## src/rtl/mem_access_unit_if.sv

```systemverilog
// Request/response and word-bus signals of mem_access_unit.
// slave: the memory access unit itself; master: the sequencer plus bus model driving it.
interface mem_access_unit_if;
   logic        iFetch;
   logic        iLoad;
   logic        iStore;
   logic [31:0] iAddr;
   logic [2:0]  iFunct3;
   logic [31:0] iWData;
   logic        oRdy;
   logic [31:0] oRData;
   logic        oErr;
   logic        oBusReq;
   logic        oBusWe;
   logic [31:0] oBusAddr;
   logic [3:0]  oBusBe;
   logic [31:0] oBusWData;
   logic        iBusAck;
   logic [31:0] iBusRData;

   modport slave (
      input  iFetch, iLoad, iStore, iAddr, iFunct3, iWData, iBusAck, iBusRData,
      output oRdy, oRData, oErr, oBusReq, oBusWe, oBusAddr, oBusBe, oBusWData
   );

   modport master (
      output iFetch, iLoad, iStore, iAddr, iFunct3, iWData, iBusAck, iBusRData,
      input  oRdy, oRData, oErr, oBusReq, oBusWe, oBusAddr, oBusBe, oBusWData
   );
endinterface

```

## src/rtl/mem_access_unit.sv

```systemverilog
// mem_access_unit: runs one fetch/load/store at a time as a single word-wide
// bus transaction, with lane steering, byte enables, load extension and
// alignment faults. Returns a one-cycle oRdy pulse (with oErr on faults).
// Optional feature: define MEM_TIMEOUT_EN to enable the bus-ack watchdog
// that faults an access after TIMEOUT request cycles without iBusAck.
module mem_access_unit #(
   parameter int unsigned TIMEOUT = 16
) (
   input  logic             iClk,
   input  logic             nRst,
   mem_access_unit_if.slave bus
);

   localparam int unsigned AW  = 32;
   localparam int unsigned DW  = 32;
   localparam int unsigned BEW = 4;
   localparam int unsigned CW  = 8;

   // The watchdog limit must fit the 8-bit request-cycle counter.
   if (TIMEOUT < 1 || TIMEOUT > 255) begin : g_bad_timeout
      $error("mem_access_unit: TIMEOUT must be in 1..255");
   end

   typedef enum logic [1:0] {
      IDLE  = 2'd0,
      REQ   = 2'd1,
      DONE  = 2'd2,
      FAULT = 2'd3
   } state_e;

   state_e           state_q, state_d;
   logic             rdy_q, rdy_d;
   logic             err_q, err_d;
   logic [DW-1:0]    rdata_q, rdata_d;
   logic             bus_req_q, bus_req_d;
   logic             bus_we_q, bus_we_d;
   logic [AW-1:0]    bus_addr_q, bus_addr_d;
   logic [BEW-1:0]   bus_be_q, bus_be_d;
   logic [DW-1:0]    bus_wdata_q, bus_wdata_d;
   logic [2:0]       f3_q, f3_d;
   logic [1:0]       alo_q, alo_d;
   logic             is_st_q, is_st_d;

   logic             req_any_c;
   logic             st_win_c;
   logic [2:0]       f3_c;
   logic [1:0]       a_c;
   logic             f3_ok_c;
   logic             misal_c;
   logic             bad_c;
   logic [BEW-1:0]   be_c;
   logic [DW-1:0]    wdata_c;
   logic [DW-1:0]    ld_shift_c;
   logic [DW-1:0]    ld_ext_c;

`ifdef MEM_TIMEOUT_EN
   logic [CW-1:0]    cnt_q, cnt_d;
   logic             tmo_c;

   // Limit reached when this REQ cycle would be the TIMEOUT-th without ack.
   assign tmo_c = (CW'(cnt_q + CW'(1)) == CW'(TIMEOUT));
`endif

   // Request arbitration and access decode of the live inputs (used in IDLE).
   always_comb begin
      req_any_c = bus.iFetch | bus.iLoad | bus.iStore;
      st_win_c  = ~bus.iFetch & ~bus.iLoad & bus.iStore;
      f3_c      = bus.iFetch ? 3'b010 : bus.iFunct3;
      a_c       = bus.iAddr[1:0];
      if (st_win_c) begin
         f3_ok_c = (f3_c[2] == 1'b0) && (f3_c[1:0] != 2'b11);
      end else begin
         f3_ok_c = (f3_c[1:0] != 2'b11) && !(f3_c[2] && f3_c[1]);
      end
      misal_c = ((f3_c[1:0] == 2'b01) && a_c[0]) ||
                ((f3_c[1:0] == 2'b10) && (a_c != 2'b00));
      bad_c   = ~f3_ok_c | misal_c;
      case (f3_c[1:0])
         2'b00:   be_c = BEW'(4'b0001 << a_c);
         2'b01:   be_c = BEW'(4'b0011 << a_c);
         default: be_c = 4'b1111;
      endcase
      case (f3_c[1:0])
         2'b00:   wdata_c = {4{bus.iWData[7:0]}};
         2'b01:   wdata_c = {2{bus.iWData[15:0]}};
         default: wdata_c = bus.iWData;
      endcase
   end

   // Load data alignment and sign/zero extension from the latched access.
   always_comb begin
      ld_shift_c = bus.iBusRData >> {alo_q, 3'b000};
      case (f3_q)
         3'b000:  ld_ext_c = {{24{ld_shift_c[7]}}, ld_shift_c[7:0]};
         3'b001:  ld_ext_c = {{16{ld_shift_c[15]}}, ld_shift_c[15:0]};
         3'b100:  ld_ext_c = {24'd0, ld_shift_c[7:0]};
         3'b101:  ld_ext_c = {16'd0, ld_shift_c[15:0]};
         default: ld_ext_c = ld_shift_c;
      endcase
   end

   // Next-state and registered-output logic.
   always_comb begin
      state_d     = state_q;
      rdy_d       = 1'b0;
      err_d       = 1'b0;
      rdata_d     = rdata_q;
      bus_req_d   = bus_req_q;
      bus_we_d    = bus_we_q;
      bus_addr_d  = bus_addr_q;
      bus_be_d    = bus_be_q;
      bus_wdata_d = bus_wdata_q;
      f3_d        = f3_q;
      alo_d       = alo_q;
      is_st_d     = is_st_q;
`ifdef MEM_TIMEOUT_EN
      cnt_d       = cnt_q;
`endif
      case (state_q)
         IDLE: begin
            if (req_any_c) begin
               f3_d    = f3_c;
               alo_d   = a_c;
               is_st_d = st_win_c;
               if (bad_c) begin
                  state_d = FAULT;
                  rdy_d   = 1'b1;
                  err_d   = 1'b1;
                  rdata_d = '0;
               end else begin
                  state_d     = REQ;
                  bus_req_d   = 1'b1;
                  bus_we_d    = st_win_c;
                  bus_addr_d  = {bus.iAddr[AW-1:2], 2'b00};
                  bus_be_d    = be_c;
                  bus_wdata_d = wdata_c;
`ifdef MEM_TIMEOUT_EN
                  cnt_d       = '0;
`endif
               end
            end
         end
         REQ: begin
            if (bus.iBusAck) begin
               state_d     = DONE;
               rdy_d       = 1'b1;
               bus_req_d   = 1'b0;
               bus_we_d    = 1'b0;
               bus_addr_d  = '0;
               bus_be_d    = '0;
               bus_wdata_d = '0;
               if (!is_st_q) begin
                  rdata_d = ld_ext_c;
               end
            end
`ifdef MEM_TIMEOUT_EN
            else if (tmo_c) begin
               state_d     = FAULT;
               rdy_d       = 1'b1;
               err_d       = 1'b1;
               rdata_d     = '0;
               bus_req_d   = 1'b0;
               bus_we_d    = 1'b0;
               bus_addr_d  = '0;
               bus_be_d    = '0;
               bus_wdata_d = '0;
            end else begin
               cnt_d = CW'(cnt_q + CW'(1));
            end
`endif
         end
         DONE:    state_d = IDLE;
         FAULT:   state_d = IDLE;
         default: state_d = IDLE;
      endcase
   end

   // State and output registers; reset drops the bus request immediately.
   always_ff @(posedge iClk or negedge nRst) begin
      if (!nRst) begin
         state_q     <= IDLE;
         rdy_q       <= 1'b0;
         err_q       <= 1'b0;
         rdata_q     <= '0;
         bus_req_q   <= 1'b0;
         bus_we_q    <= 1'b0;
         bus_addr_q  <= '0;
         bus_be_q    <= '0;
         bus_wdata_q <= '0;
         f3_q        <= '0;
         alo_q       <= '0;
         is_st_q     <= 1'b0;
      end else begin
         state_q     <= state_d;
         rdy_q       <= rdy_d;
         err_q       <= err_d;
         rdata_q     <= rdata_d;
         bus_req_q   <= bus_req_d;
         bus_we_q    <= bus_we_d;
         bus_addr_q  <= bus_addr_d;
         bus_be_q    <= bus_be_d;
         bus_wdata_q <= bus_wdata_d;
         f3_q        <= f3_d;
         alo_q       <= alo_d;
         is_st_q     <= is_st_d;
      end
   end

`ifdef MEM_TIMEOUT_EN
   // Watchdog counter of REQ cycles without ack.
   always_ff @(posedge iClk or negedge nRst) begin
      if (!nRst) begin
         cnt_q <= '0;
      end else begin
         cnt_q <= cnt_d;
      end
   end
`endif

   assign bus.oRdy      = rdy_q;
   assign bus.oErr      = err_q;
   assign bus.oRData    = rdata_q;
   assign bus.oBusReq   = bus_req_q;
   assign bus.oBusWe    = bus_we_q;
   assign bus.oBusAddr  = bus_addr_q;
   assign bus.oBusBe    = bus_be_q;
   assign bus.oBusWData = bus_wdata_q;

endmodule

```

## src/flat_wrapper.sv

```systemverilog
// flat-port wrapper written by rule: the top's interface ports become plain ports
module mem_access_unit_flat 
#(
   parameter int unsigned TIMEOUT = 16
)
  (iClk, nRst, bus_iFetch, bus_iLoad, bus_iStore, bus_iAddr, bus_iFunct3, bus_iWData, bus_iBusAck, bus_iBusRData, bus_oRdy, bus_oRData, bus_oErr, bus_oBusReq, bus_oBusWe, bus_oBusAddr, bus_oBusBe, bus_oBusWData);
  mem_access_unit_if bus_i ();
  input  logic iClk;
  input  logic nRst;
  input wire logic [$bits(bus_i.iFetch)-1:0] bus_iFetch;
  input wire logic [$bits(bus_i.iLoad)-1:0] bus_iLoad;
  input wire logic [$bits(bus_i.iStore)-1:0] bus_iStore;
  input wire logic [$bits(bus_i.iAddr)-1:0] bus_iAddr;
  input wire logic [$bits(bus_i.iFunct3)-1:0] bus_iFunct3;
  input wire logic [$bits(bus_i.iWData)-1:0] bus_iWData;
  input wire logic [$bits(bus_i.iBusAck)-1:0] bus_iBusAck;
  input wire logic [$bits(bus_i.iBusRData)-1:0] bus_iBusRData;
  output wire logic [$bits(bus_i.oRdy)-1:0] bus_oRdy;
  output wire logic [$bits(bus_i.oRData)-1:0] bus_oRData;
  output wire logic [$bits(bus_i.oErr)-1:0] bus_oErr;
  output wire logic [$bits(bus_i.oBusReq)-1:0] bus_oBusReq;
  output wire logic [$bits(bus_i.oBusWe)-1:0] bus_oBusWe;
  output wire logic [$bits(bus_i.oBusAddr)-1:0] bus_oBusAddr;
  output wire logic [$bits(bus_i.oBusBe)-1:0] bus_oBusBe;
  output wire logic [$bits(bus_i.oBusWData)-1:0] bus_oBusWData;
  assign bus_i.iFetch = bus_iFetch;
  assign bus_i.iLoad = bus_iLoad;
  assign bus_i.iStore = bus_iStore;
  assign bus_i.iAddr = bus_iAddr;
  assign bus_i.iFunct3 = bus_iFunct3;
  assign bus_i.iWData = bus_iWData;
  assign bus_i.iBusAck = bus_iBusAck;
  assign bus_i.iBusRData = bus_iBusRData;
  assign bus_oRdy = bus_i.oRdy;
  assign bus_oRData = bus_i.oRData;
  assign bus_oErr = bus_i.oErr;
  assign bus_oBusReq = bus_i.oBusReq;
  assign bus_oBusWe = bus_i.oBusWe;
  assign bus_oBusAddr = bus_i.oBusAddr;
  assign bus_oBusBe = bus_i.oBusBe;
  assign bus_oBusWData = bus_i.oBusWData;
  mem_access_unit #(.TIMEOUT(TIMEOUT)) u_core (.iClk(iClk), .nRst(nRst), .bus(bus_i));
endmodule
```

## config.mk

```make
export PLATFORM = sky130hd
export DESIGN_NAME = mem_access_unit_flat
export DESIGN_NICKNAME = d
export VERILOG_FILES = /design/src/rtl/mem_access_unit_if.sv /design/src/rtl/mem_access_unit.sv /design/src/flat_wrapper.sv
export SDC_FILE = /design/constraint.sdc
export NUM_CORES = 1
export LEC_CHECK = 0
export CORE_ASPECT_RATIO = 1.2
export CORE_UTILIZATION = 60
export CTS_CLUSTER_DIAMETER = 80
export DETAILED_ROUTE_END_ITERATION = 7
export DONT_BUFFER_PORTS = 1
export GPL_TIMING_DRIVEN = 1
export PLACE_DENSITY = 0.76
export REMOVE_ABC_BUFFERS = 1
export SYNTH_ARGS = -nofsm -noshare
export SYNTH_HDL_FRONTEND = slang
export SYNTH_SLANG_ARGS = --single-unit
```

## constraint.sdc

```tcl
create_clock -name iClk -period 2.45 [get_ports iClk]
set_input_delay 0.49 -clock iClk [delete_from_list [all_inputs] [get_ports iClk]]
set_output_delay 0.49 -clock iClk [all_outputs]
set_load 0.1 [all_outputs]
```

==> results.yml <==
# generated from flow reports
layout:
  final_cell_mix: "sky130_fd_sc_hd__dfrtp_1 (110), sky130_fd_sc_hd__buf_4 (94), sky130_fd_sc_hd__mux2i_1 (78)"
  final.signal_buffer_count: 97
  design.final.nets: 664
  number_of_clock_buffer_instances_in_the_layout: 13
  combGateArea_mm2: 0.00225
  mostFrequentLayoutCell: "sky130_fd_sc_hd__dfrtp_1"
  clock_network_contribution_to_total_cell_area_pct: 2.78
  seq_area_mm2: 0.00275
worst_setup_path:
  setup.reg_to_reg.worst_slack_ns: 0.26
  start_kind: "flip-flop"
  r2r-start: "u_core.state_q[0]$_DFFE_PN0P_"
  critPathSlowestCell: "sky130_fd_sc_hd__a2111oi_4"
  reg2reg_to: "u_core.bus.oRData[20]$_DFFE_PN0P_"
  worst-path-max-fanout: 16
  critPathArrivalTime_ns: 2.48
  endpoint_kind: "flip-flop"
  critical_path_class: "flip-flop to flip-flop"
  worst_r2r_path_depth: 4
sta:
  clock-skew-final_ns: 0.00834
  hold_viol: 110
  timing_worst_slew_pin_value_ns: 0.941
  hold-worst-slack_ns: -0.195
  unrepaired_setup_endpoints_after_global_routing: "no"
job:
  stage_log_warnings: 29
  max-cap-violations: 0
grt:
  first_global_vias: 4290
  pin_count_of_the_biggest_net_entering_global_routing: 111
  number_of_antenna_violations_at_the_first_check_in_global_routing: 0
synth:
  synth_chip_area_mm2: 0.00537
  synth-cells-yosys: 487
  ys_top_cells_by_count: "sky130_fd_sc_hd__dfrtp_1 (110), sky130_fd_sc_hd__mux2i_1 (78), sky130_fd_sc_hd__nand2_1 (58)"
  synth.most_common_cell: "sky130_fd_sc_hd__dfrtp_1"
  synthMuxAreaShare_pct: 17.9
  mapped_avg_cell_area_um2: 11.0
  ys_seq_share_pct: 51.3
  most_instantiated_flip_flop_cell_in_the_synthesis_netlist: "sky130_fd_sc_hd__dfrtp_1"
  yosys_warnings: 0
  postSynthCellCount: 487
  ys_sh_adder_pct: 0
  topCombFamilyByArea: "multiplexers"
  synth.top_cells.by_area: "sky130_fd_sc_hd__dfrtp_1 (51%), sky130_fd_sc_hd__mux2i_1 (15%), sky130_fd_sc_hd__o2bb2ai_1 (6.0%)"
cts:
  clock_sink_count: 110
  post_cts_resize_count: 0
  cts_htree_levels: 3
  master_cell_of_the_clock_root_buffer: "sky130_fd_sc_hd__clkbuf_8"
  clock_tree_from_tritoncts: "done"
  clk_path_buf_depth: 2
route:
  drt_first_iter_violations: 212
  drt_drc_violations_left: 0
run_status:
  failing_checks: "hold timing"
  run_status: "finished, violations left"
placement:
  dpl_cell_area_mm2: 0.00608
  dp_hpwl_mm: 9.45
floorplanning:
  total_die_size_mm2: 0.00933
  floorplan.die.height_um: 106
[critical path: cells and delay by family, from the launching register on]
| family | cells | cell delay (ns) |
|---|---|---|
| AND-OR/OR-AND | 2 | 1.00 |
| AND/OR/NAND/NOR | 2 | 0.59 |
| flip-flops | 1 | 0.53 |
[stage by stage]
stage	std cells	worst slack, ns	utilization, %	setup TNS (ns)
floorplan	451	-1.15	-	-67.27
global placement	665	0.368	70.6	0
detailed placement	665	0.276	70.6	0
CTS	679	0.278	72.6	0
global route	679	0.0529	72.6	0
finish	679	0.264	72.6	0
[metal layers]
layer,up-vias,wire length (um),global-route usage (%)
li1,1854,-,-
met5,-,0,0
met2,187,6530,48.7
met1,1954,4830,33.2
met3,34,1070,7.20
met4,0,482,15.7
Figure 1. Wiring heat map.
The die is cut into 18 by 21 equal tiles; dark blue is low, red is high, scaled to the fullest tile. Values are wire area over tile area, all layers added.
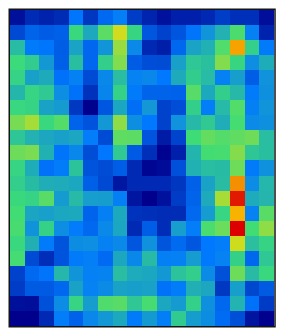
densest ninth of the die: middle right
fullest tile: 0.74
mean over tiles: 0.23
emptiest ninth of the die: centre
Via Count: 4,029
detailed-route wire length: 12.9 mm
GRT Total Usage: 28.9%
per-cell routed wire length: 19.0 um

Figure 2. Placed cells, one colour a class.
Fill, decap, tap and diode cells in grey.
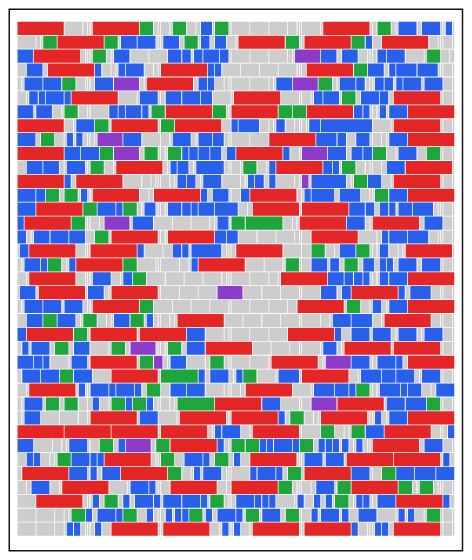
legend:
  remaining buffers and delay cells:
    colour: green
    cells: 97
  remaining logic cells:
    colour: blue
    cells: 341
  registers:
    colour: red
    cells: 110
  clock drivers and dummy loads:
    colour: purple
    cells: 14
standard-cell row count: 37
CORE AREA: 0.00861 mm2
Post-Layout Inst Area: 0.00625 mm2
share of the core filled with cells: 72.6%

Figure 3. Wires at chosen ports, followed through buffers.
Scale bar: 20 um.
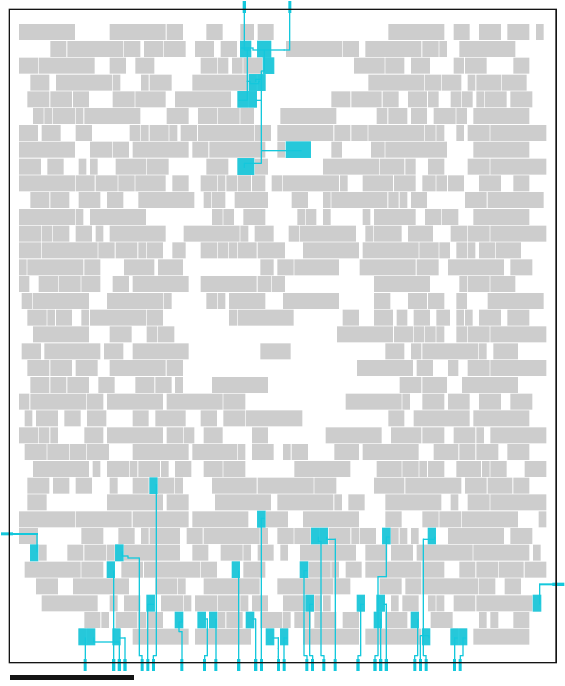
legend:
  bus_iAddr:
    colour: cyan
    bits: 32
    direction: input
    edge: 28 bottom, 2 top, 1 left, 1 right
    end_cells: 39
    buffers: 0
    wire: 401 um
number of top-level pins: 209
# port buffers: 0

Figure 4. Cell outlines without signal wires.
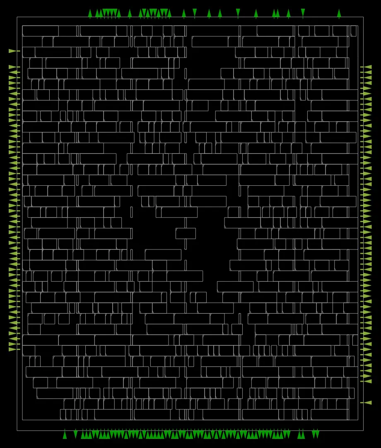
well tap count: 117
flip-flops: 110
number of inserted filler cells in the final layout: 639
Final Non-Filler Cells: 679

